$ cat src/rtl/mem_access_if.sv
// Data-memory request/acknowledge bus between the MEM-stage controller
// (master) and the external data memory (slave).
interface mem_access_if;
    logic        mem_req;
    logic        mem_we;
    logic [31:0] mem_addr;
    logic [31:0] mem_wdata;
    logic [31:0] mem_rdata;
    logic        mem_ack;

    modport master (
        output mem_req,
        output mem_we,
        output mem_addr,
        output mem_wdata,
        input  mem_rdata,
        input  mem_ack
    );

    modport slave (
        input  mem_req,
        input  mem_we,
        input  mem_addr,
        input  mem_wdata,
        output mem_rdata,
        output mem_ack
    );
endinterface

$ cat src/rtl/mem_access.sv
// MEM-stage controller: req/ack data-memory access with stall, branch
// resolve, ack watchdog; MEM_ALIGN_CHECK_EN enables the alignment fault.
module mem_access #(
    parameter int unsigned ACK_TIMEOUT = 255
) (
    input  logic         clk,
    input  logic         rst,
    input  logic         MemRead,
    input  logic         MemWrite,
    input  logic         Branch,
    input  logic         zero,
    input  logic [31:0]  total_alu,
    input  logic [31:0]  rd2,
    mem_access_if.master mem,
    output logic         stall,
    output logic         PCSrc,
    output logic [31:0]  rdata_out,
    output logic         err_timeout,
    output logic         err_misalign
);

    typedef enum logic [1:0] {
        IDLE   = 2'd0,
        ACCESS = 2'd1,
        DONE   = 2'd2
    } state_e;

    localparam logic [7:0] CNT_LAST = 8'(ACK_TIMEOUT - 1);

    state_e      state_q, state_d;
    logic [7:0]  cnt_q, cnt_d;
    logic        we_q, we_d;
    logic [31:0] addr_q, addr_d;
    logic [31:0] wdata_q, wdata_d;
    logic [31:0] rdata_q, rdata_d;
    logic        tmo_q, tmo_d;
    logic        mis_q, mis_d;
    logic        memop;
    logic        req;
    logic        misaligned;

    assign memop = MemRead | MemWrite;
    assign PCSrc = Branch & zero;

`ifdef MEM_ALIGN_CHECK_EN
    assign misaligned = (total_alu[1:0] != 2'b00);
`else
    assign misaligned = 1'b0;
`endif

    always_comb begin
        state_d = state_q;
        cnt_d   = cnt_q;
        we_d    = we_q;
        addr_d  = addr_q;
        wdata_d = wdata_q;
        rdata_d = rdata_q;
        tmo_d   = tmo_q;
        mis_d   = mis_q;
        stall   = 1'b0;
        req     = 1'b0;
        unique case (state_q)
            IDLE: begin
                if (memop) begin
                    stall   = 1'b1;
                    addr_d  = total_alu;
                    wdata_d = rd2;
                    we_d    = MemWrite;
                    cnt_d   = 8'd0;
                    if (misaligned) begin
                        // Faulting access never reaches memory.
                        mis_d   = 1'b1;
                        rdata_d = 32'd0;
                        state_d = DONE;
                    end else begin
                        state_d = ACCESS;
                    end
                end
            end
            ACCESS: begin
                stall = 1'b1;
                req   = 1'b1;
                cnt_d = cnt_q + 8'd1;
                if (mem.mem_ack) begin
                    if (!we_q) begin
                        rdata_d = mem.mem_rdata;
                    end
                    state_d = DONE;
                end else if (cnt_q == CNT_LAST) begin
                    tmo_d   = 1'b1;
                    rdata_d = 32'd0;
                    state_d = DONE;
                end
            end
            DONE: begin
                state_d = IDLE;
            end
            default: begin
                state_d = IDLE;
            end
        endcase
    end

    always_ff @(posedge clk) begin
        if (rst) begin
            state_q <= IDLE;
            cnt_q   <= 8'd0;
            we_q    <= 1'b0;
            addr_q  <= 32'd0;
            wdata_q <= 32'd0;
            rdata_q <= 32'd0;
            tmo_q   <= 1'b0;
            mis_q   <= 1'b0;
        end else begin
            state_q <= state_d;
            cnt_q   <= cnt_d;
            we_q    <= we_d;
            addr_q  <= addr_d;
            wdata_q <= wdata_d;
            rdata_q <= rdata_d;
            tmo_q   <= tmo_d;
            mis_q   <= mis_d;
        end
    end

    assign mem.mem_req   = req;
    assign mem.mem_we    = we_q;
    assign mem.mem_addr  = addr_q;
    assign mem.mem_wdata = wdata_q;
    assign rdata_out     = rdata_q;
    assign err_timeout   = tmo_q;

`ifdef MEM_ALIGN_CHECK_EN
    assign err_misalign = mis_q;
`else
    assign err_misalign = 1'b0;
`endif

endmodule

$ cat src/flat_wrapper.sv
// flat-port wrapper written by rule: the top's interface ports become plain ports
module mem_access_flat 
#(
    parameter int unsigned ACK_TIMEOUT = 255
)
  (clk, rst, MemRead, MemWrite, Branch, zero, total_alu, rd2, stall, PCSrc, rdata_out, err_timeout, err_misalign, mem_mem_req, mem_mem_we, mem_mem_addr, mem_mem_wdata, mem_mem_rdata, mem_mem_ack);
  mem_access_if mem_i ();
  input  logic clk;
  input  logic rst;
  input  logic MemRead;
  input  logic MemWrite;
  input  logic Branch;
  input  logic zero;
  input  logic [31:0] total_alu;
  input  logic [31:0] rd2;
  output logic stall;
  output logic PCSrc;
  output logic [31:0] rdata_out;
  output logic err_timeout;
  output logic err_misalign;
  output wire logic [$bits(mem_i.mem_req)-1:0] mem_mem_req;
  output wire logic [$bits(mem_i.mem_we)-1:0] mem_mem_we;
  output wire logic [$bits(mem_i.mem_addr)-1:0] mem_mem_addr;
  output wire logic [$bits(mem_i.mem_wdata)-1:0] mem_mem_wdata;
  input wire logic [$bits(mem_i.mem_rdata)-1:0] mem_mem_rdata;
  input wire logic [$bits(mem_i.mem_ack)-1:0] mem_mem_ack;
  assign mem_mem_req = mem_i.mem_req;
  assign mem_mem_we = mem_i.mem_we;
  assign mem_mem_addr = mem_i.mem_addr;
  assign mem_mem_wdata = mem_i.mem_wdata;
  assign mem_i.mem_rdata = mem_mem_rdata;
  assign mem_i.mem_ack = mem_mem_ack;
  mem_access #(.ACK_TIMEOUT(ACK_TIMEOUT)) u_core (.clk(clk), .rst(rst), .MemRead(MemRead), .MemWrite(MemWrite), .Branch(Branch), .zero(zero), .total_alu(total_alu), .rd2(rd2), .mem(mem_i), .stall(stall), .PCSrc(PCSrc), .rdata_out(rdata_out), .err_timeout(err_timeout), .err_misalign(err_misalign));
endmodule
$ cat config.mk
export PLATFORM = sky130hd
export DESIGN_NAME = mem_access_flat
export DESIGN_NICKNAME = d
export VERILOG_FILES = /design/src/rtl/mem_access_if.sv /design/src/rtl/mem_access.sv /design/src/flat_wrapper.sv
export SDC_FILE = /design/constraint.sdc
export NUM_CORES = 1
export LEC_CHECK = 0
export CAP_MARGIN = 20
export CORE_MARGIN = 4
export CORE_UTILIZATION = 30
export CTS_CLUSTER_DIAMETER = 200
export DETAILED_ROUTE_END_ITERATION = 10
export GPL_TIMING_DRIVEN = 0
export PLACE_DENSITY = 0.64
export SYNTH_ARGS = -nofsm -noshare
export SYNTH_HDL_FRONTEND = slang
export SYNTH_SLANG_ARGS = --single-unit
$ cat constraint.sdc
create_clock -name clk -period 1.4 [get_ports clk]
set_input_delay 0.35 -clock clk [delete_from_list [all_inputs] [get_ports clk]]
set_output_delay 0.35 -clock clk [all_outputs]
set_load 0.03 [all_outputs]
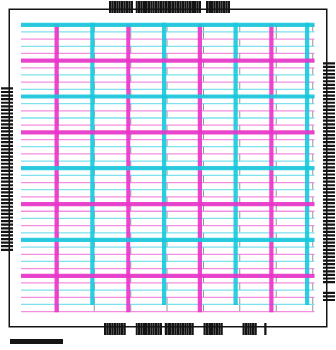
(images/floorplan.png)
Scale bar: 20 um. Pins as bars on the die edge. Tap cells in grey.
Key: VDD = cyan; VSS = magenta
8 straps on met4. The core has 40 rows. 8 straps on met5.
VDD IR-drop max: 0.0007592 V
die width: 119.8 um
die span in y: 119.8 um

==> run_results.csv <==
group,metric,value,unit
timing,fmaxAchievable,0.6380,GHz
route,drc_errors,0,
cts,clockRootBuffer,"clkbuf_16",
place,hpwlAfterDp,9050,um
timing,worst_pin_slew,601.1,ps
floorplan,row_count,40,
global_route,track_usage,0.1692,
cells_and_area,dominant_cells,"buffers",
critical_path,arrival,1220,ps
cells_and_area,final_layout_size_suffix_gt1_frac,0.2827,
cts,clk_pin_slew,70,ps
floorplan,die_area,14360,um^2
route,vias,3773,
run_status,status,"finished, violations left",
cells_and_area,antennaDiodeCount,0,
synthesis,syn-cell-area,3752,um^2
floorplan,coreArea,12110,um^2
critical_path,rr_startpoint,"u_core.cnt_q[5]",
synthesis,avgSynthCellArea,8.871,um^2
timing,setup_viol,60,
cells_and_area,logic_area,1543,um^2
critical_path,cp.required,1050,ps
run_status,violations,"setup timing",
synthesis,logic_family,"AND-OR/OR-AND gates",
timing,fin_skew,6.748,ps
cells_and_area,layout.non_clock_inverters,6,
timing,setup_ws,-167.4,ps
critical_path,slowest_delay,360,ps
hold_path,min-delay-start,"u_core.mem.mem_addr[29]",
cells_and_area,regArea,2182,um^2
cts,cts_sinks,108,
route,firstDrtPassIters,4,
synthesis,yosys-stat-area,3752,um^2
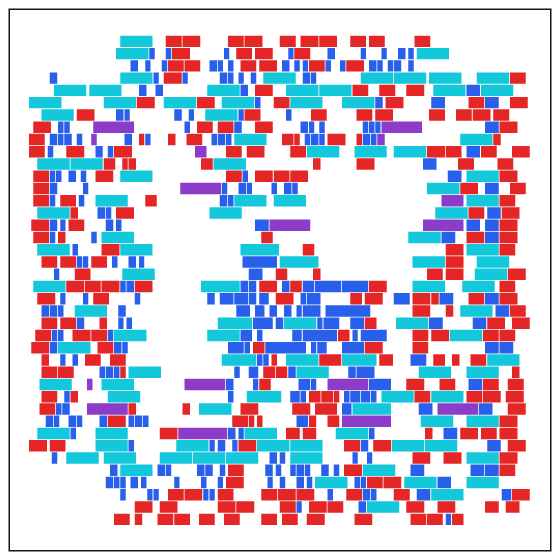
(images/class_map.png)
Key: remaining buffers and delay cells = red [cells 250]; clock drivers and dummy loads = purple [cells 16]; registers = cyan [cells 108]; remaining logic cells = blue [cells 284]

[stage by stage]
stage	hold WS, ps	total power, mW	cell area, um^2	utilization	std cells
floorplan	481.3	4.431	3770	-	423
global placement	441.0	5.316	6002	0.4956	793
detailed placement	445.9	5.351	6002	0.4956	793
CTS	455.4	8.173	6720	0.5549	825
global route	468.7	8.465	6703	0.5534	826
finish	454.4	8.085	6703	0.5534	826
[timing repair]
item / CTS / global route
hold buffers: 0 / 0
buffers inserted: 15 / 2
gates resized: 372 / 43
pin swaps: 6 / 5
cloned: 2 / 0
endpoints found under the setup margin: 204 / 108
[routing by layer]
metal | up-vias | part of all wire | track usage | wire length [um]
met5 | - | 0 | 0 | 0
met3 | 7 | 0.085 | 0.07352 | 1061
met2 | 130 | 0.50 | 0.2987 | 6223
li1 | 1886 | - | - | -
met1 | 1750 | 0.41 | 0.1868 | 5125
met4 | 0 | 0.0058 | 0.04223 | 72
[cells in the mapped netlist, drive strengths merged, types with 2 or more instances]
master,instances,share of area
nand3,2,0.0027
dfxtp,108,0.58
clkbuf,19,0.019
nor2,6,0.0060
a22o,32,0.075
o22ai,2,0.0033
buf,12,0.022
or3,3,0.0053
nor3,6,0.0080
nand2,134,0.13
nand2b,2,0.0033
o21ai,2,0.0027
ha,2,0.0067
nand4,3,0.0067
a21oi,71,0.096
inv,6,0.0060
[critical path: cells and delay by family, from the launching register on]
kind | cells | cell delay (ps)
DFF | 1 | 360
AOI/OAI and AO/OA | 1 | 80
buffers and inverters | 2 | 260
and+or+nand+nor | 2 | 170
[where the power goes]
group          switching, mW  internal (mW)  total [mW]
clock network           1.09           1.61        2.71
logic                   1.09          0.879        1.96
registers              0.119           3.29        3.41
Power figures rest on the tool's default switching activity, not on a simulated workload.
